Run 1, sequential cells coloured by netlist name:
Drawn at 6 px/um. Other sequential cells in the stronger grey, the rest of the logic in the fainter grey.
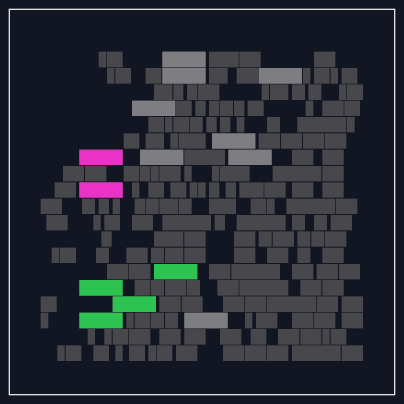
Run 1, cells by drive strength:
Drawn at 4 px/um.
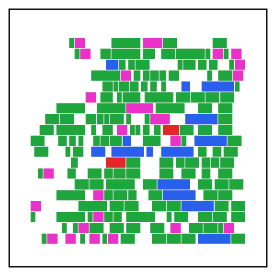
Run 1, routed metal per tile:
Drawn at 6 px/um. The die is cut into 13 by 13 equal tiles; dark purple is low, yellow is high, scaled to the fullest tile. Values are wire area over tile area, all layers added.
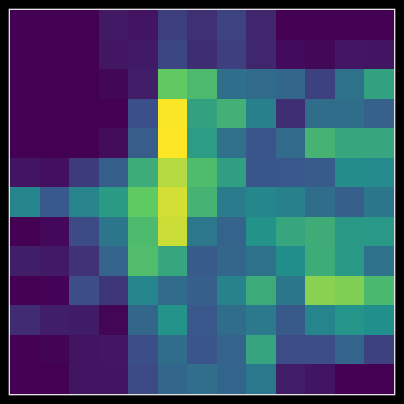
`config.mk`:
```
export PLATFORM = sky130hd
export DESIGN_NAME = pp_wr_arbiter
export DESIGN_NICKNAME = d
export VERILOG_FILES = /design/src/rtl/pp_wr_arbiter.sv
export SDC_FILE = /design/constraint.sdc
export NUM_CORES = 1
export LEC_CHECK = 0
export CORE_MARGIN = 5
export CORE_UTILIZATION = 39
export DETAILED_ROUTE_END_ITERATION = 10
export GPL_TIMING_DRIVEN = 0
export HOLD_SLACK_MARGIN = 0.06
export PLACE_DENSITY = 0.85
export SETUP_SLACK_MARGIN = 0.05
export SKIP_CTS_REPAIR_TIMING = 1
export SYNTH_ARGS = -nofsm -noshare
export SYNTH_HDL_FRONTEND = slang
export SYNTH_SLANG_ARGS = --single-unit
export TNS_END_PERCENT = 1
```
`constraint.sdc`:
```
create_clock -name wclk -period 4 [get_ports wclk]
set_clock_uncertainty 0.1 [all_clocks]
set_input_delay 0.8 -clock wclk [delete_from_list [all_inputs] [get_ports wclk]]
set_output_delay 0.8 -clock wclk [all_outputs]
set_load 0.02 [all_outputs]
```
`src/rtl/pp_wr_arbiter.sv`:
```
// Round-robin burst write arbiter feeding a ping-pong buffer write port.
// Optional stall statistics counter enabled by macro PP_WR_ARB_STATS_EN.
module pp_wr_arbiter #(
    parameter int unsigned NUM_REQ   = 4,
    parameter int unsigned WIDTH     = 8,
    parameter int unsigned BURST_LEN = 4
) (
    input  logic                     wclk,
    input  logic                     reset,
    input  logic [NUM_REQ-1:0]       req_valid,
    input  logic [NUM_REQ*WIDTH-1:0] req_data,
    output logic [NUM_REQ-1:0]       req_ready,
    input  logic                     full_i,
    output logic                     wen_o,
    output logic [WIDTH-1:0]         data_o,
    output logic [NUM_REQ-1:0]       gnt_o,
    output logic                     bank_o,
    output logic [15:0]              stall_cnt_o
);

    localparam int unsigned PTR_W = (NUM_REQ > 1) ? $clog2(NUM_REQ) : 1;
    localparam int unsigned SUM_W = PTR_W + 1;
    localparam int unsigned CNT_W = 4;
    localparam logic [CNT_W-1:0] LAST_BEAT = CNT_W'(BURST_LEN - 1);
    localparam logic [PTR_W-1:0] LAST_IDX  = PTR_W'(NUM_REQ - 1);
    localparam logic [SUM_W-1:0] NUM_REQ_S = SUM_W'(NUM_REQ);

    typedef enum logic {
        IDLE  = 1'b0,
        BURST = 1'b1
    } state_t;

    state_t             state, state_nxt;
    logic [PTR_W-1:0]   gnt_idx, gnt_idx_nxt;
    logic [PTR_W-1:0]   rr_ptr, rr_ptr_nxt;
    logic [NUM_REQ-1:0] gnt_nxt;
    logic [CNT_W-1:0]   beat_cnt, beat_cnt_nxt;
    logic               bank_nxt;

    logic               pick_found;
    logic [PTR_W-1:0]   pick_idx;
    logic [SUM_W-1:0]   cand;
    logic               gnt_valid;
    logic               accept;
    logic [PTR_W-1:0]   gnt_idx_inc;

    logic [WIDTH-1:0]   req_beat [NUM_REQ];

    for (genvar i = 0; i < NUM_REQ; i++) begin : g_beat
        assign req_beat[i] = req_data[i*WIDTH +: WIDTH];
    end

    assign gnt_valid   = req_valid[gnt_idx];
    assign accept      = (state == BURST) && gnt_valid && !full_i && !reset;
    assign gnt_idx_inc = (gnt_idx == LAST_IDX) ? '0 : gnt_idx + PTR_W'(1);

    // Beat path is combinational so a beat lands in the buffer the same cycle.
    assign wen_o     = accept;
    assign data_o    = accept ? req_beat[gnt_idx] : '0;
    assign req_ready = ((state == BURST) && !full_i && !reset) ? gnt_o : '0;

    // First valid requester at or after rr_ptr, wrapping.
    always_comb begin
        pick_found = 1'b0;
        pick_idx   = '0;
        cand       = '0;
        for (int unsigned k = 0; k < NUM_REQ; k++) begin
            cand = SUM_W'(rr_ptr) + SUM_W'(k);
            if (cand >= NUM_REQ_S) begin
                cand = cand - NUM_REQ_S;
            end
            if (!pick_found && req_valid[PTR_W'(cand)]) begin
                pick_found = 1'b1;
                pick_idx   = PTR_W'(cand);
            end
        end
    end

    // Next-state and register-update logic.
    always_comb begin
        state_nxt    = state;
        gnt_idx_nxt  = gnt_idx;
        gnt_nxt      = gnt_o;
        rr_ptr_nxt   = rr_ptr;
        beat_cnt_nxt = beat_cnt;
        bank_nxt     = bank_o ^ accept;

        case (state)
            IDLE: begin
                gnt_nxt = '0;
                if (pick_found) begin
                    state_nxt    = BURST;
                    gnt_idx_nxt  = pick_idx;
                    gnt_nxt      = NUM_REQ'(1) << pick_idx;
                    beat_cnt_nxt = '0;
                end
            end
            BURST: begin
                if (!gnt_valid || (!full_i && beat_cnt == LAST_BEAT)) begin
                    state_nxt  = IDLE;
                    gnt_nxt    = '0;
                    rr_ptr_nxt = gnt_idx_inc;
                end else if (!full_i) begin
                    beat_cnt_nxt = beat_cnt + CNT_W'(1);
                end
            end
            default: begin
                state_nxt = IDLE;
                gnt_nxt   = '0;
            end
        endcase
    end

    always_ff @(posedge wclk) begin
        if (reset) begin
            state    <= IDLE;
            gnt_idx  <= '0;
            gnt_o    <= '0;
            rr_ptr   <= '0;
            beat_cnt <= '0;
            bank_o   <= 1'b0;
        end else begin
            state    <= state_nxt;
            gnt_idx  <= gnt_idx_nxt;
            gnt_o    <= gnt_nxt;
            rr_ptr   <= rr_ptr_nxt;
            beat_cnt <= beat_cnt_nxt;
            bank_o   <= bank_nxt;
        end
    end

`ifdef PP_WR_ARB_STATS_EN
    logic [15:0] stall_cnt;

    // Cycles where the owner has a beat ready but the buffer is full.
    always_ff @(posedge wclk) begin
        if (reset) begin
            stall_cnt <= '0;
        end else if ((state == BURST) && gnt_valid && full_i && (stall_cnt != 16'hFFFF)) begin
            stall_cnt <= stall_cnt + 16'd1;
        end
    end

    assign stall_cnt_o = stall_cnt;
`else
    assign stall_cnt_o = 16'h0;
`endif

endmodule

```
==> impl_metrics.ini, run 1 <==
; implementation run metrics
[timing]
fin_crit_ns = 3.80
holdWs_ns = 0.397
grt_setup_unrepaired = no
hold_viol_final = 0

[synthesis]
yosys.area.top_type = dfxtp_1
synth.yosys.chip_area_um2 = 1140

[pwr]
p_total_uw = 424
p_comb_uw = 166
p_leak_uw = 0.000767

[global_routing]
antenna_found_initial = 0
grt_pass1_vias = 1080

[outcome]
status = finished clean

[finish]
n_fill_cell = 238
layout-drive-gt1-share_pct = 20.8
buffer_area_share_pct = 39.3
diodes = 0
fin_util_pct = 65.8

[floorplanning]
coreArea_um2 = 2780

[clock_tree]
cts_tree = done

[setup_path]
r2r_cells = 5
rrSetupSlack_ns = 2.24
critPathRequiredTime_ns = 3.10

[drt]
ant_nets = 0
Back to the opening pictures, 'sequential cells coloured by netlist name':
gnt_o -> green  # sequential cells 4, where lower left
rr_ptr -> magenta  # sequential cells 2

Back to the opening pictures, 'cells by drive strength':
drive 2 -> blue  # cells 14, most used mux4_2
drive 1 or less -> green  # cells 152, most used clkdlybuf4s50_1
drive 6 and up -> red  # cells 2
drive 3 to 4 -> magenta  # cells 24, most used buf_4

Back to the opening pictures, 'routed metal per tile':
tiles over half the peak = 22%
densest ninth of the die = centre
emptiest ninth of the die = upper left
nearly empty tiles = 18%
fullest tile = 0.43

==> run 1: routing by layer <==
layer	global-route usage, %	wire length [um]	vias to the layer above
li1	-	-	560
met1	19.3	1280	501
met2	28.3	1560	49
met3	3.68	284	5
met4	6.23	58	0
met5	0	0	-
==> run 1: synth_stat cells (all sizes together) (2+ instances only) <==
| cell type | n |
|---|---|
| nand2 | 4 |
| ha | 2 |
| clkbuf | 2 |
| and2 | 4 |
| nor3 | 4 |
| buf | 20 |
| a21oi | 5 |
| xor2 | 2 |
| nor2 | 7 |
| nor3b | 2 |
| mux4 | 9 |
| and3 | 9 |
| mux2i | 3 |
| inv | 2 |
| nand3 | 4 |
| o31ai | 2 |
| dfxtp | 14 |
| a32o | 4 |
==> run 1: through the flow <==
step                      worst slack, ns  area, um^2
after floorplan                      1.40        1190
after CTS                           0.187        1830
after global routing               0.0570        1830
final                               0.201        1830
after global placement              0.235        1790
after detailed placement            0.195        1790
==> run 1: flip-flops by register name, indices dropped and copies added (netlist names) <==
name / flops
state: 1
gnt_idx: 2
rr_ptr: 2
gnt_o: 4
bank_o: 1
beat_cnt: 4
==> run 1: worst max path at each step <==
stage,from,to,slack [ns]
6_report,reset,data_o[0],0.20
2_1_floorplan,req_valid[3],data_o[0],1.40
3_5_place_dp,reset,data_o[0],0.20
5_1_grt,reset,data_o[0],0.06
4_1_cts,reset,data_o[0],0.19
3_3_place_gp,reset,data_o[5],0.23
==> run 1: kinds of logic after synthesis <==
group / Yosys count / synth area share (%)
AND/OR/NAND/NOR: 44 / 23.1
buffers and inverters: 24 / 14.6
AND-OR/OR-AND: 18 / 13.1
flip-flops: 14 / 24.6
multiplexers: 12 / 20.5
adder cells (fa/ha/maj): 2 / 2.20
XOR/XNOR: 2 / 1.54
other: 1 / 0.330
Run 1, PDN straps and rails:
Drawn at 8 px/um. Pins as bars on the die edge.
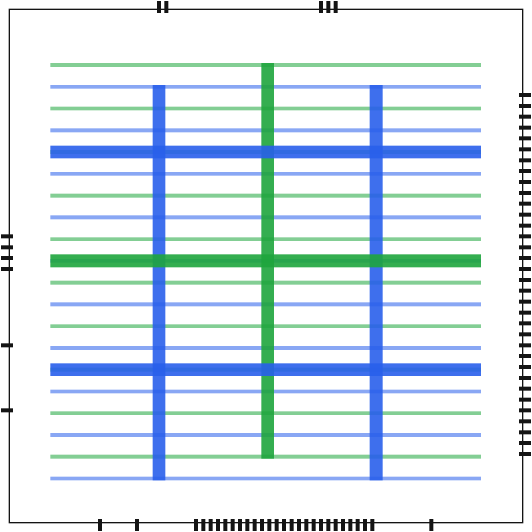

==> inputs of run 2 (changes only) <==
--- a/config.mk
+++ b/config.mk
@@ -6,11 +6,11 @@
 export NUM_CORES = 1
 export LEC_CHECK = 0
 export CORE_MARGIN = 5
-export CORE_UTILIZATION = 39
+export CORE_UTILIZATION = 33
 export DETAILED_ROUTE_END_ITERATION = 10
 export GPL_TIMING_DRIVEN = 0
 export HOLD_SLACK_MARGIN = 0.06
-export PLACE_DENSITY = 0.85
+export PLACE_DENSITY = 0.77
 export SETUP_SLACK_MARGIN = 0.05
 export SKIP_CTS_REPAIR_TIMING = 1
 export SYNTH_ARGS = -nofsm -noshare
==> constraint.sdc (replaced) <==
create_clock -name wclk -period 3.4 [get_ports wclk]
set_clock_uncertainty 0.1 [all_clocks]
set_input_delay 0.68 -clock wclk [delete_from_list [all_inputs] [get_ports wclk]]
set_output_delay 0.68 -clock wclk [all_outputs]
set_load 0.02 [all_outputs]
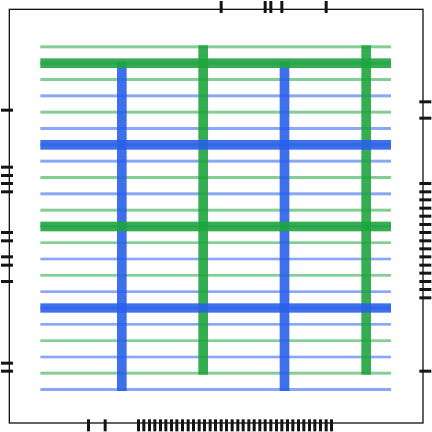
Run 2: PDN straps and rails
Drawn at 6 px/um. Pins as bars on the die edge.
VDD -> green
VSS -> blue
signal pins = 73
met1 rails = 22
met5 straps = 4
rows = 21
met4 straps = 4

==> run 2 against run 1 <==
Compared with the run above:
- worst setup slack improved by 0.012 ns
- via count about the same
- register-to-register slack worse by 0.59 ns
- count of clock-buffer cells in the layout unchanged
- design area grew 4.4%
- power rose by 19%
- hold slack got worse by 0.00090 ns
- wire length down 0.60%
- sequential share of layout area decreased by 0.65 points
- largest power group unchanged
==> impl_metrics.ini, run 2 <==
; implementation run metrics
[timing]
holdWs_ns = 0.396
fin_crit_ns = 3.19
setup_ws_ns = 0.213
grt_setup_unrepaired = no

[clock_tree]
cts_tree = done

[synthesis]
yosys.area.top_type = dfxtp_1
synth.yosys.chip_area_um2 = 1140
most_common_cell = buf_4

[setup_path]
worstSetupStartpoint = full_i
crit_path_end = req_ready[1]
critPathRequiredTime_ns = 2.62

[finish]
fin_area_um2 = 1910
reg_top3 = beat_cnt x4, gnt_o x4
diodes = 0
buffer_area_share_pct = 40.3

[pwr]
p_leak_uw = 0.000965
p_total_uw = 505

[outcome]
status = finished clean

[global_routing]
antenna_found_initial = 0
grt_pass1_vias = 1136

[floorplanning]
coreArea_um2 = 3340

[place]
placed_cell_area_um2 = 1810
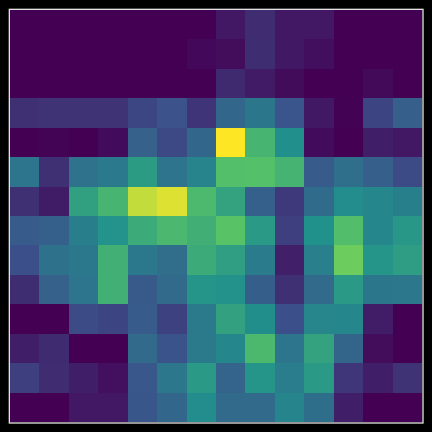
Run 2: routed metal per tile
Drawn at 6 px/um. The die is cut into 14 by 14 equal tiles; dark purple is low, yellow is high, scaled to the fullest tile. Values are wire area over tile area, all layers added.
emptiest ninth of the die = upper left
tiles over half the peak = 19%
densest ninth of the die = centre

## run 2: cell counts after synthesis
No cell type changed its count.
## run 2: cells by family after synthesis
kind of cell | count (synthesis) | synth area share [%]
compound gates | 18 | 13.1
xor+xnor | 2 | 1.54
fa+ha+maj | 2 | 2.20
buf+inv | 24 | 14.6
flops | 14 | 24.6
mux | 12 | 20.5
other cells | 1 | 0.330
simple gates | 44 | 23.1
## run 2: worst min-delay path by stage
| stage | start | endpoint | slack [ns] |
|---|---|---|---|
| 5_1_grt | gnt_o[0]$_SDFFE_PP0P_ | gnt_o[0]$_SDFFE_PP0P_ | 0.42 |
| 3_3_place_gp | gnt_o[1]$_SDFFE_PP0P_ | gnt_o[1]$_SDFFE_PP0P_ | 0.38 |
| 6_report | gnt_o[1]$_SDFFE_PP0P_ | gnt_o[1]$_SDFFE_PP0P_ | 0.40 |
| 2_1_floorplan | beat_cnt[0]$_SDFFE_PP0P_ | beat_cnt[0]$_SDFFE_PP0P_ | 0.36 |
| 3_5_place_dp | gnt_o[1]$_SDFFE_PP0P_ | gnt_o[1]$_SDFFE_PP0P_ | 0.38 |
| 4_1_cts | gnt_o[1]$_SDFFE_PP0P_ | gnt_o[1]$_SDFFE_PP0P_ | 0.40 |
## run 2: critical path: cells and delay by family
family                 cells  cell delay [ns]
buffers and inverters      3             1.33
and+or+nand+nor            2             0.39
## run 2: per-layer routing
metal  up-vias  routed length, um  share of wire, %  track usage (%)
met5         -                  0                 0                0
met3         5                236               7.5             4.21
met2        37               1680                53             26.9
met4         0                 27              0.85             3.65
li1        567                  -                 -                -
met1       507               1220                39             15.9
## run 2: where the power goes
group	internal [uW]	switching (uW)
clock network	65.3	60.1
logic	114	84.7
registers	173	7.60
total	353	152
Run 2, cells by drive strength:
Drawn at 4 px/um.
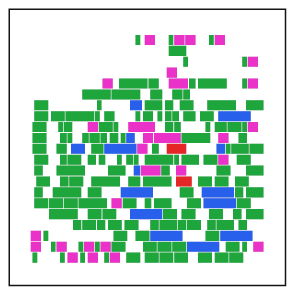

==> inputs of run 3 (changes only) <==
--- a/config.mk
+++ b/config.mk
@@ -6,11 +6,11 @@
 export NUM_CORES = 1
 export LEC_CHECK = 0
 export CORE_MARGIN = 5
-export CORE_UTILIZATION = 33
+export CORE_UTILIZATION = 36
 export DETAILED_ROUTE_END_ITERATION = 10
 export GPL_TIMING_DRIVEN = 0
 export HOLD_SLACK_MARGIN = 0.06
-export PLACE_DENSITY = 0.77
+export PLACE_DENSITY = 0.8
 export SETUP_SLACK_MARGIN = 0.05
 export SKIP_CTS_REPAIR_TIMING = 1
 export SYNTH_ARGS = -nofsm -noshare
==> constraint.sdc (replaced) <==
create_clock -name wclk -period 3.6 [get_ports wclk]
set_clock_uncertainty 0.1 [all_clocks]
set_input_delay 0.72 -clock wclk [delete_from_list [all_inputs] [get_ports wclk]]
set_output_delay 0.72 -clock wclk [all_outputs]
set_load 0.02 [all_outputs]
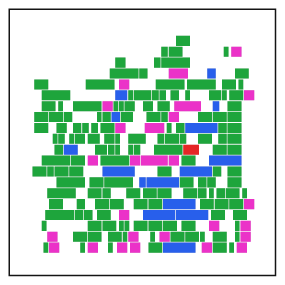
Run 3: cells by drive strength
Drawn at 4 px/um.
drive 1 or less -> green  # cells 150, most used clkdlybuf4s50_1
drive 2 -> blue  # cells 15, most used mux4_2
drive 6 and up -> red  # cells 1, most used buf_6
drive 3 to 4 -> magenta  # cells 27, most used buf_4

==> run 3 against run 2 <==
Compared with the run above:
- worst setup slack worse by 0.091 ns
- non-clock buffer count decreased by 1
- critical path type unchanged
- flip-flop count did not move
- critical path depth did not move
- die area fell by 7.1%
- wire length up 10%
- final cell count fell by 1.7%
==> impl_metrics.ini, run 3 <==
; implementation run metrics
[global_routing]
antenna_found_initial = 0
grt_pass1_vias = 1182
grtUsageMet3_pct = 3.74
use_met2_pct = 31.2
grt_use_met1_pct = 17.2

[synthesis]
yosys.area.top_type = dfxtp_1
synth.yosys.chip_area_um2 = 1140
common_cells = 18 x buf_4, 14 x dfxtp_1, 9 x and3_1, 9 x mux4_2, 7 x nor2_1

[outcome]
status = finished clean

[timing]
hold_viol_final = 0
grt_setup_unrepaired = no
holdWs_ns = 0.398

[finish]
n_fill_cell = 279
fin_area_um2 = 1860

[pwr]
p_int_uw = 311
p_leak_uw = 0.000778
swShare_pct = 30.5

[floorplanning]
coreArea_um2 = 3050

[drt]
ant_nets = 0
dr.max_layer_used = met4

[worst_hold_path]
min_from = gnt_o[3]$_SDFFE_PP0P_

[clock_tree]
cts_tree = done
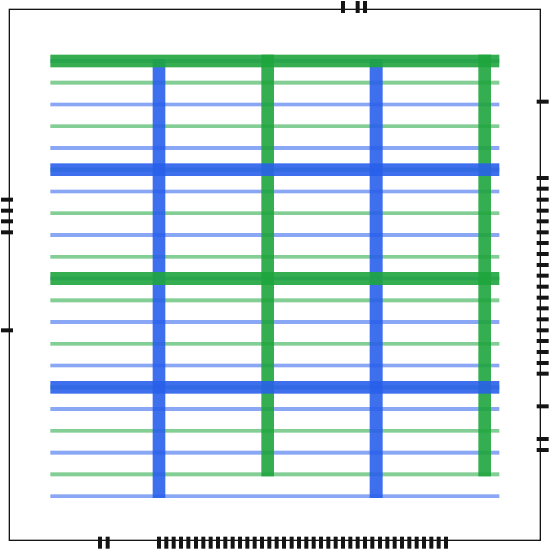
Run 3: PDN straps and rails
Drawn at 8 px/um. Pins as bars on the die edge.
VSS -> blue
VDD -> green
signal pins = 73
met5 straps = 4
met4 straps = 4

[run 3: area by class of cell]
type	instances	area, um^2	share of cell area (%)
Sequential cell	14	280	15.1
Buffer	22	160	8.61
Multi-Input combinational cell	94	758	40.8
Tap cell	44	55.1	2.96
Clock buffer	3	22.5	1.21
Timing Repair Buffer	58	576	31.0
Inverter	2	7.51	0.404
[run 3: kinds of logic (layout without fill, tap and decap cells)]
logic type	after synthesis	in the layout	share of synthesized area, %
adder cells (fa/ha/maj)	2	2	2.20
flip-flops	14	14	24.6
AND-OR/OR-AND	18	18	13.1
other	1	16	0.330
buffers and inverters	24	85	14.6
multiplexers	12	12	20.5
AND/OR/NAND/NOR	44	44	23.1
XOR/XNOR	2	2	1.54
[run 3: through the flow]
step	cells	TNS [ns]	utilization (%)	total power, uW	setup slack (ns)
after floorplan	132	0	-	286	1.16
after global placement	232	-0.271	59.3	354	-0.0490
after detailed placement	232	-0.638	59.3	361	-0.118
after CTS	235	-0.728	60.0	445	-0.127
after global routing	237	0	60.9	475	0.0828
final	237	0	60.9	448	0.122
[run 3: final timing paths]
kind	endpoint	slack, ns	cells after the start
setup / recovery	data_o[5]	0.12	5
hold / removal	gnt_o[3]$_SDFFE_PP0P_	0.40	1
setup reg to reg	rr_ptr[1]$_SDFFE_PP0P_	1.83	5
hold reg to reg	gnt_o[3]$_SDFFE_PP0P_	0.40	1
[run 3: power by group through the flow]
stage	sequential, uW	clock [uW]	combinational [uW]
2_1_floorplan	178	0	108
3_3_place_gp	174	0	180
3_5_place_dp	175	0	185
4_1_cts	172	87.8	186
5_1_grt	173	96.8	205
6_report	172	85.1	192
[run 3: worst max-delay path, cell delays in order]
cell and delay (ns):
clkdlybuf4s50_1 0.51, mux4_2 0.56, buf_6 0.16, and3_1 0.16, clkdlybuf4s50_1 0.54
Power figures rest on the tool's default switching activity, not on a simulated workload.
